**Run 1: clock network drawn from the DEF**

(6 px per µm)
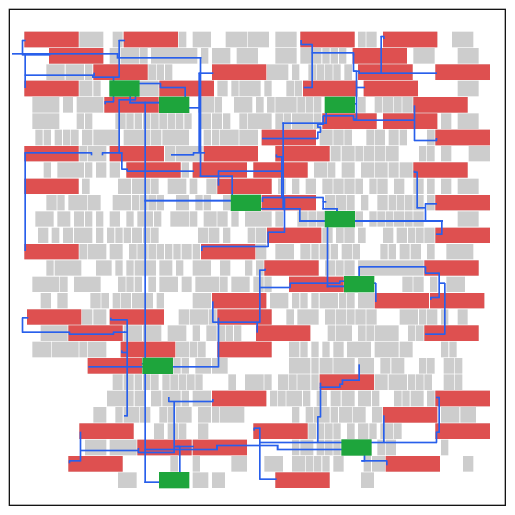
**Run 1: placement density heat map**

(3 px per µm) 8 x 8 tiles, from white (low) to dark blue (high), 0 to 100% covered.
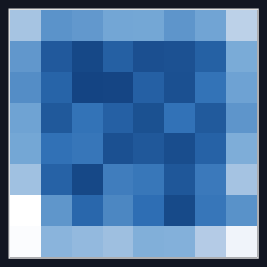
**Run 1: the metal 4 layer**

(4 px per µm)
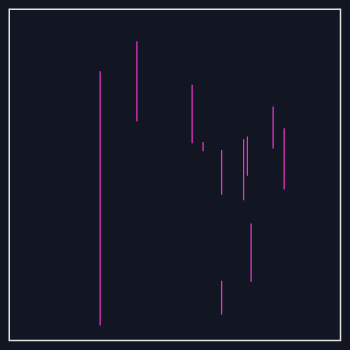
**Run 1: congestion heat map**

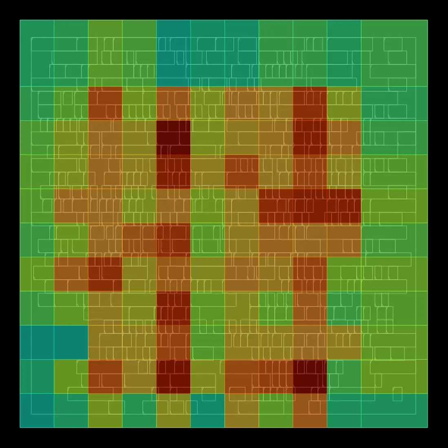
**src/rtl/hps_led_driver.sv**
```systemverilog
`default_nettype none
// ============================================================================
// Module   : hps_led_driver
// Purpose  : Drives the board LEDs from the 8-bit HPS LED PIO export, in one
//            of four display modes: direct, blink, breathe (PWM triangle) and
//            chase (rotate). Pattern and mode are shadow-loaded only at the end
//            of each 256-cycle PWM frame, so the LEDs never change mid-frame.
// Ports    : clk_clk        in   fabric clock (same domain as the HPS PIO)
//            reset_reset_n  in   asynchronous active-low reset
//            led_pio[7:0]   in   LED pattern from the HPS PIO export
//            mode[1:0]      in   00 direct, 01 blink, 10 breathe, 11 chase
//            enable         in   1 = run, 0 = LEDs off and timers frozen
//            led_out[7:0]   out  registered LED drive, active high
//            tick           out  one-cycle pulse per timing tick
// Revision : 1.0 - initial release
// ============================================================================
module hps_led_driver #(
  parameter int unsigned TICK_DIV    = 50000,
  parameter int unsigned BLINK_TICKS = 250
) (
  input  logic       clk_clk,
  input  logic       reset_reset_n,
  input  logic [7:0] led_pio,
  input  logic [1:0] mode,
  input  logic       enable,
  output logic [7:0] led_out,
  output logic       tick
);

  localparam int unsigned c_PRESC_W = $clog2(TICK_DIV);
  localparam int unsigned c_BLINK_W = (BLINK_TICKS > 1) ? $clog2(BLINK_TICKS) : 1;
  localparam logic [c_PRESC_W-1:0] c_PRESC_MAX = c_PRESC_W'(TICK_DIV - 1);
  localparam logic [c_BLINK_W-1:0] c_BLINK_MAX = c_BLINK_W'(BLINK_TICKS - 1);

  localparam logic [1:0] c_MODE_DIRECT  = 2'b00;
  localparam logic [1:0] c_MODE_BLINK   = 2'b01;
  localparam logic [1:0] c_MODE_BREATHE = 2'b10;

  logic [7:0]           pwm_cnt_q,   pwm_cnt_d;
  logic [c_PRESC_W-1:0] presc_q,     presc_d;
  logic [c_BLINK_W-1:0] blink_cnt_q, blink_cnt_d;
  logic                 phase_q,     phase_d;
  logic [7:0]           duty_q,      duty_d;
  logic                 dir_down_q,  dir_down_d;
  logic [2:0]           rot_q,       rot_d;
  logic [7:0]           pat_q,       pat_d;
  logic [1:0]           mode_q,      mode_d;
  logic [7:0]           led_out_q,   led_out_d;

  logic        w_load;
  logic        w_mode_chg;
  logic        w_tick;
  logic [15:0] w_rot2;
  logic [7:0]  w_disp;

  always_comb begin
    w_load     = (pwm_cnt_q == 8'hFF);
    w_mode_chg = w_load && (mode != mode_q);
    w_tick     = enable && (presc_q == c_PRESC_MAX);

    pwm_cnt_d   = pwm_cnt_q + 8'd1;
    presc_d     = presc_q;
    blink_cnt_d = blink_cnt_q;
    phase_d     = phase_q;
    duty_d      = duty_q;
    dir_down_d  = dir_down_q;
    rot_d       = rot_q;
    pat_d       = pat_q;
    mode_d      = mode_q;

    // The prescaler only advances while enabled and is never cleared by a
    // mode change, so tick spacing stays regular across mode switches.
    if (enable) begin
      presc_d = (presc_q == c_PRESC_MAX) ? '0 : presc_q + c_PRESC_W'(1);
    end

    if (w_load) begin
      pat_d  = led_pio;
      mode_d = mode;
    end

    // A mode change takes priority over a coincident tick: the new mode
    // always starts from a clean state and that tick is dropped.
    if (w_mode_chg) begin
      blink_cnt_d = '0;
      phase_d     = 1'b0;
      duty_d      = 8'd0;
      dir_down_d  = 1'b0;
      rot_d       = 3'd0;
    end else if (w_tick) begin
      if (blink_cnt_q == c_BLINK_MAX) begin
        blink_cnt_d = '0;
        phase_d     = ~phase_q;
        rot_d       = rot_q + 3'd1;
      end else begin
        blink_cnt_d = blink_cnt_q + c_BLINK_W'(1);
      end
      // Triangle: turn around on arriving at an end value, so duty never
      // wraps past 255 or below 0.
      if (!dir_down_q) begin
        if (duty_q != 8'hFF) duty_d = duty_q + 8'd1;
        if (duty_q >= 8'hFE) dir_down_d = 1'b1;
      end else begin
        if (duty_q != 8'h00) duty_d = duty_q - 8'd1;
        if (duty_q <= 8'h01) dir_down_d = 1'b0;
      end
    end
  end

  // Rotate-left by rot: the upper byte of the doubled pattern shifted left.
  always_comb begin
    w_rot2 = {pat_q, pat_q} << rot_q;
    case (mode_q)
      c_MODE_DIRECT:  w_disp = pat_q;
      c_MODE_BLINK:   w_disp = phase_q ? pat_q : 8'h00;
      c_MODE_BREATHE: w_disp = (pwm_cnt_q < duty_q) ? pat_q : 8'h00;
      default:        w_disp = w_rot2[15:8];
    endcase
    led_out_d = enable ? w_disp : 8'h00;
  end

  always_ff @(posedge clk_clk or negedge reset_reset_n) begin
    if (!reset_reset_n) begin
      pwm_cnt_q   <= 8'd0;
      presc_q     <= '0;
      blink_cnt_q <= '0;
      phase_q     <= 1'b0;
      duty_q      <= 8'd0;
      dir_down_q  <= 1'b0;
      rot_q       <= 3'd0;
      pat_q       <= 8'd0;
      mode_q      <= 2'b00;
      led_out_q   <= 8'd0;
    end else begin
      pwm_cnt_q   <= pwm_cnt_d;
      presc_q     <= presc_d;
      blink_cnt_q <= blink_cnt_d;
      phase_q     <= phase_d;
      duty_q      <= duty_d;
      dir_down_q  <= dir_down_d;
      rot_q       <= rot_d;
      pat_q       <= pat_d;
      mode_q      <= mode_d;
      led_out_q   <= led_out_d;
    end
  end

  assign led_out = led_out_q;
  assign tick    = w_tick;

endmodule
`default_nettype wire

```
**config.mk**
```make
export PLATFORM = sky130hd
export DESIGN_NAME = hps_led_driver
export DESIGN_NICKNAME = d
export VERILOG_FILES = /design/src/rtl/hps_led_driver.sv
export SDC_FILE = /design/constraint.sdc
export NUM_CORES = 1
export LEC_CHECK = 0
export ABC_AREA = 1
export CAP_MARGIN = 20
export CORE_MARGIN = 2
export CORE_UTILIZATION = 65
export DETAILED_ROUTE_END_ITERATION = 10
export PLACE_DENSITY = 0.86
export SYNTH_ARGS = -nofsm -noshare
export SYNTH_HDL_FRONTEND = slang
export SYNTH_SLANG_ARGS = --single-unit
```
**constraint.sdc**
```tcl
create_clock -name clk_clk -period 3.5 [get_ports clk_clk]
set_clock_uncertainty 0.1 [all_clocks]
set_input_delay 1.05 -clock clk_clk [delete_from_list [all_inputs] [get_ports clk_clk]]
set_output_delay 1.05 -clock clk_clk [all_outputs]
set_load 0.01 [all_outputs]
```
==> impl_metrics.json, run 1 <==
{
  "outcome": "complete, no violations",
  "ys_top_cells_by_count": "nand2_1 (138), dfrtp_1 (63), inv_1 (54)",
  "design_area_um2": 4446,
  "end_kind": "output pin",
  "cts_inserted_buffers": 9,
  "rrSetupSlack_ps": 1560,
  "p_sw_frac": 0.3244,
  "fp_nets": 549,
  "synthesis.area_um2": 3999,
  "post_cts_buffers": 0,
  "netSwitchingPower_mw": 0.6054,
  "antenna_found_initial": 0,
  "drv_cap": 0,
  "h-tree-depth": 3,
  "worstSetupPathType": "input pin to output pin",
  "top_area_frac": 0.3942,
  "synth.ff_latch_count": 63,
  "dr.first_iter.drc_count": 279,
  "die_h_um": 82.44,
  "core_um2": 5921,
  "critPathArrivalTime_ps": 2150
}
## Picture notes: 'clock network drawn from the DEF'
flip-flops: in red, count 63. clock wires: in blue, length 869 µm. clock drivers: in green, count 9.
Position of the flops: all over the die. There are 10 routed clock nets.

## Picture notes: 'placement density heat map'
3.1% of the tiles are nearly empty. The fullest tile reaches 92%. The emptiest ninth of the die: south-west. The mean over all tiles is 64%. 38% of the tiles are over 75% full.

## Picture notes: 'the metal 4 layer'
The layer carries 182 µm of wire. 8 nets have wire on it. The longest straight run is 63.2 µm.

## Picture notes: 'congestion heat map'
met3 Usage GRT: 0.05761
GRT busiest layer: met2
Total GRT Usage: 0.2778
GRT met1 Usage: 0.3572

[run 1: cell usage in the layout (no fill, tap or decap), drive strengths merged, types with 2 or more instances in the layout]
cell / Yosys / final
a211oi: 2 / 2
a21oi: 19 / 19
buf: 10 / 6
clkbuf: 3 / 9
clkdlybuf4s50: 0 / 19
clkinv: 2 / 5
clkinvlp: 0 / 2
dfrtp: 63 / 63
ha: 17 / 17
inv: 58 / 59
nand2: 146 / 146
nand3: 52 / 52
nand4: 19 / 19
nor2: 45 / 45
nor3: 6 / 6
o21ai: 32 / 32
or2: 8 / 8
xnor2: 5 / 5
xor2: 23 / 23
[run 1: per-stage QoR]
step / util / setup WS, ps / std cells / setup TNS [ps]
2_1_floorplan: - / 619.4 / 519 / 0
3_3_place_gp: 0.7179 / -68.23 / 607 / -68.23
3_5_place_dp: 0.7179 / -73.07 / 607 / -73.07
4_1_cts: 0.7508 / 192.1 / 623 / 0
5_1_grt: 0.7508 / 108.8 / 623 / 0
6_report: 0.7508 / 198.2 / 623 / 0
[run 1: power by group through the flow]
stage          logic, mW  clock network, mW  registers (mW)
2_1_floorplan      0.254                  0           0.877
3_3_place_gp       0.312                  0           0.901
3_5_place_dp       0.327                  0           0.904
4_1_cts            0.330              0.648           0.892
5_1_grt            0.372              0.683           0.903
6_report           0.329              0.644           0.894
[run 1: state kept, by name, indices dropped and copies added (netlist names)]
signal,flops
blink_cnt_q,8
mode_q,2
led_out,8
presc_q,16
dir_down_q,1
pwm_cnt_q,8
duty_q,8
phase_q,1
rot_q,3
pat_q,8
[run 1: what timing repair did]
| action | 4_1_cts | 5_1_grt |
|---|---|---|
| gates resized | 1 | 0 |
| endpoints found under the hold margin | 0 | 0 |
| setup endpoints to repair | 1 | 0 |
[run 1: logic make-up after synthesis]
family,count (synthesis),share of synthesized area
and+or+nand+nor,278,0.3245
buffers and inverters,73,0.07979
DFF,63,0.3942
AOI/OAI and AO/OA,59,0.08449
xor gates and xnor gates,28,0.06133
adders and majority gates,17,0.05319
muxes,1,0.002503
[run 1: how the worst min path moves through the flow]
stage	depth (start not counted)	to	startpoint	slack [ps]
after global placement	1	pwm_cnt_q[0]	pwm_cnt_q[0]	370
after global routing	1	pwm_cnt_q[0]	pwm_cnt_q[0]	400
after detailed placement	1	pwm_cnt_q[0]	pwm_cnt_q[0]	370
after CTS	1	pwm_cnt_q[0]	pwm_cnt_q[0]	380
after floorplan	1	pwm_cnt_q[0]	pwm_cnt_q[0]	340
final	1	pwm_cnt_q[0]	pwm_cnt_q[0]	390
[run 1: routing by layer]
layer / vias to the layer above / global-route usage / share of wire
met1: 1636 / 0.3572 / 0.42
met4: 0 / 0.1217 / 0.021
met3: 26 / 0.05761 / 0.063
met2: 151 / 0.4524 / 0.49
li1: 1740 / - / -
met5: - / 0 / 0
[run 1: critical path, cell delays in order]
cell and delay, ps:
clkdlybuf4s50_1 490, nand4_1 100, nor2_1 120, nand2_2 90, inv_4 60, dlygate4sd2_1 250
[run 1: layout make-up]
type	instances	area, µm²
Clock buffer	9	123.9
Clock inverter	7	72.57
Fill cell	416	1475
Inverter	60	234.0
Multi-Input combinational cell	383	2103
Sequential cell	63	1577
Tap cell	75	93.84
Timing Repair Buffer	26	241.5
==> run 2, diff against run 1 <==
--- a/config.mk
+++ b/config.mk
@@ -10,6 +10,7 @@
 export CORE_MARGIN = 2
 export CORE_UTILIZATION = 65
 export DETAILED_ROUTE_END_ITERATION = 10
+export GPL_TIMING_DRIVEN = 1
 export PLACE_DENSITY = 0.86
 export SYNTH_ARGS = -nofsm -noshare
 export SYNTH_HDL_FRONTEND = slang
**Run 2: clock network drawn from the DEF**

(6 px per µm)
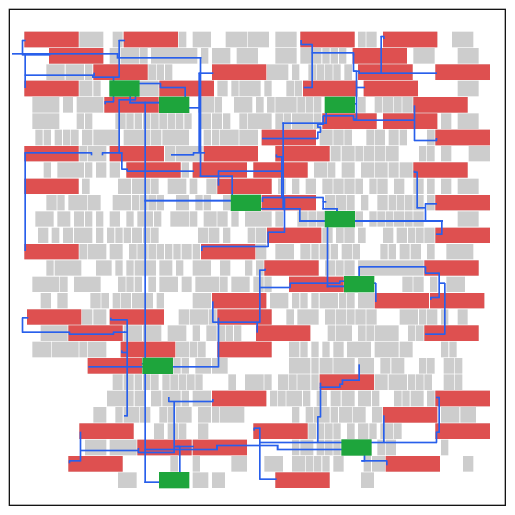
clock wires: in blue, length 869 µm. flip-flops: in red, count 63. clock drivers: in green, count 9.
There are 10 routed clock nets. Position of the flops: all over the die.

==> impl_metrics.json, run 2 <==
{
  "outcome": "complete, no violations",
  "drv_cap": 0,
  "dr.first_iter.drc_count": 279,
  "regMostFlops": "presc_q",
  "lay_top_cells": "nand2_1 (138), dfrtp_1 (63), inv_1 (54)",
  "edf_count": 0,
  "die_h_um": 82.44,
  "final_layout_top_logic_cell": "nand2_1",
  "largest_register_ffs": 16,
  "fp_nets": 549,
  "post_cts_resized": 1,
  "hold_path_depth": 1,
  "end_kind": "output pin",
  "critPathArrivalTime_ps": 2150,
  "route.antenna.remaining_nets": 0,
  "netSwitchingPower_mw": 0.6054,
  "tns_ps": 0,
  "antenna_found_initial": 0,
  "core_um2": 5921,
  "cts_inserted_buffers": 9,
  "post_cts_buffers": 0,
  "p_sw_frac": 0.3244,
  "h-tree-depth": 3,
  "synth.ff_latch_count": 63,
  "synthesis.area_um2": 3999,
  "ys_top_cells_by_count": "nand2_1 (138), dfrtp_1 (63), inv_1 (54)"
}
-- run 2: cell counts after synthesis --
Identical to the previous run, type by type.
-- run 2: area by class of cell --
type                    count  area (µm²)
multi-input cells         383        2103
flip-flops and latches     63        1577
fillers                   416        1475
repair buffers             26       241.5
inverters                  60       234.0
clock buffers               9       123.9
well taps                  75       93.84
clock inverters             7       72.57
-- run 2: logic make-up (layout without fill, tap and decap cells) --
group,count (synthesis),count (layout),synth area share
adder cells (fa/ha/maj),17,17,0.05319
AND-OR/OR-AND,59,59,0.08449
multiplexers,1,1,0.002503
buffers and inverters,73,102,0.07979
flip-flops,63,63,0.3942
XOR/XNOR,28,28,0.06133
AND/OR/NAND/NOR,278,278,0.3245
-- run 2: per-layer routing --
| layer | routed length (µm) | track usage |
|---|---|---|
| met5 | 0 | 0 |
| met1 | 3665 | 0.3572 |
| met2 | 4266 | 0.4524 |
| met4 | 182 | 0.1217 |
| met3 | 544 | 0.05761 |
-- run 2: worst paths after layout --
kind	to	from	slack, ps
setup / recovery	tick	enable	200
hold / removal	pwm_cnt_q[0]	pwm_cnt_q[0]	390
setup reg to reg	blink_cnt_q[5]	pwm_cnt_q[1]	1560
hold reg to reg	pwm_cnt_q[0]	pwm_cnt_q[0]	390
max in group asynchronous	presc_q[11]	reset_reset_n	2070
min in group asynchronous	presc_q[15]	reset_reset_n	530
-- run 2: per-stage QoR --
step	worst slack, ps	utilization	hold WS [ps]	instance area, µm²	cells
final	198.2	0.7508	385.5	4446	623
after CTS	192.1	0.7508	380.3	4446	623
after detailed placement	-73.07	0.7179	369.7	4250	607
after global routing	108.8	0.7508	396.6	4446	623
after floorplan	619.4	-	336.9	3999	519
after global placement	-68.23	0.7179	367.1	4250	607
-- run 2: power by group through the flow --
stage	combinational, mW	sequential, mW	clock, mW
floorplan	0.254	0.877	0
global placement	0.312	0.901	0
detailed placement	0.327	0.904	0
CTS	0.330	0.892	0.648
global route	0.372	0.903	0.683
finish	0.329	0.894	0.644
-- run 2: worst max-delay path, stage by stage --
cell	delay (ps)
clkdlybuf4s50_1	490
nand4_1	100
nor2_1	120
nand2_2	90
inv_4	60
dlygate4sd2_1	250
==> run 3, diff against run 2 <==
--- a/config.mk
+++ b/config.mk
@@ -9,6 +9,7 @@
 export CAP_MARGIN = 20
 export CORE_MARGIN = 2
 export CORE_UTILIZATION = 65
+export CTS_CLUSTER_SIZE = 24
 export DETAILED_ROUTE_END_ITERATION = 10
 export GPL_TIMING_DRIVEN = 1
 export PLACE_DENSITY = 0.86
**Run 3: congestion heat map**

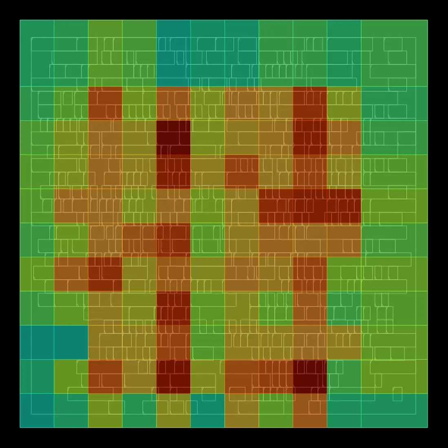
met2 GRT Util: 0.4524
routed length per instance: 13.90 µm
Util after Layout: 0.7508

==> impl_metrics.json, run 3 <==
{
  "async_flop_share": 1.000,
  "critPathArrivalTime_ps": 2150,
  "p_sw_frac": 0.3244,
  "dr.first_iter.drc_count": 279,
  "end_kind": "output pin",
  "h-tree-depth": 3,
  "holdWs_ps": 385.5,
  "synth.ff_latch_count": 63,
  "ff2ff_path_depth": 10,
  "outcome": "complete, no violations",
  "route.antenna.remaining_nets": 0,
  "hold_path_depth": 1,
  "antenna_found_initial": 0,
  "lay_top_cells": "nand2_1 (138), dfrtp_1 (63), inv_1 (54)",
  "die_width_um": 82.44,
  "whs_endpoint": "pwm_cnt_q[0]",
  "ys_top_cells_by_count": "nand2_1 (138), dfrtp_1 (63), inv_1 (54)",
  "core_um2": 5921,
  "internal_power_mw": 1.261,
  "post_cts_resized": 1,
  "worstHoldStart": "pwm_cnt_q[0]",
  "final_layout_top_logic_cell": "nand2_1",
  "tns_ps": 0,
  "p_per_area_nw_per_um2": 419.8,
  "die_h_um": 82.44,
  "edf_count": 0,
  "reg2reg_to": "blink_cnt_q[5]",
  "post_cts_buffers": 0,
  "largest_register_ffs": 16,
  "fp_nets": 549,
  "layout.area.comb_um2": 2103,
  "cts_inserted_buffers": 9,
  "port-buffer-count": 21,
  "r2r-start": "pwm_cnt_q[1]",
  "n_fill_cell": 416,
  "start_kind": "input pin",
  "netSwitchingPower_mw": 0.6054,
  "regMostFlops": "presc_q",
  "synthesis.area_um2": 3999,
  "rrSetupSlack_ps": 1560,
  "p_clk_frac": 0.345,
  "preCtsSetupSlack_ps": -73.07,
  "fin_nets": 573,
  "regArea_um2": 1577,
  "drv_cap": 0,
  "max-clock-path-buffers": 2,
  "fin_ws_ps": 198.2
}
[run 3: kinds of logic after synthesis]
| group | count (synthesis) | share of synthesized area |
|---|---|---|
| compound gates | 59 | 0.08449 |
| xor+xnor | 28 | 0.06133 |
| fa+ha+maj | 17 | 0.05319 |
| buf+inv | 73 | 0.07979 |
| flops | 63 | 0.3942 |
| mux | 1 | 0.002503 |
| simple gates | 278 | 0.3245 |
[run 3: layer usage]
layer	part of all wire	GRT usage
met1	0.42	0.3572
met2	0.49	0.4524
met3	0.063	0.05761
met4	0.021	0.1217
met5	0	0
[run 3: how the worst max path moves through the flow]
stage,startpoint,endpoint,cells past startpoint
detailed placement,enable,tick,6
finish,enable,tick,6
global placement,enable,tick,6
CTS,enable,tick,6
floorplan,enable,tick,6
global route,enable,tick,6
[run 3: worst max-delay path: stages]
cell and delay [ps]:
clkdlybuf4s50_1 490, nand4_1 100, nor2_1 120, nand2_2 90, inv_4 60, dlygate4sd2_1 250
[run 3: stage by stage]
| stage | cells | instance area [µm²] |
|---|---|---|
| floorplan | 519 | 3999 |
| global placement | 607 | 4250 |
| detailed placement | 607 | 4250 |
| CTS | 623 | 4446 |
| global route | 623 | 4446 |
| finish | 623 | 4446 |
[run 3: final cells by class]
class                           count  area share
Sequential cell                    63      0.3546
Multi-Input combinational cell    383      0.4731
Clock inverter                      7     0.01632
Tap cell                           75     0.02111
Clock buffer                        9     0.02786
Inverter                           60     0.05263
Timing Repair Buffer               26     0.05432
[run 3: power by group through the flow]
stage	clock, mW	combinational [mW]	sequential [mW]
final	0.644	0.329	0.894
after global routing	0.683	0.372	0.903
after CTS	0.648	0.330	0.892
after detailed placement	0	0.327	0.904
after global placement	0	0.312	0.901
after floorplan	0	0.254	0.877
Power is estimated from default activity; no workload was simulated.
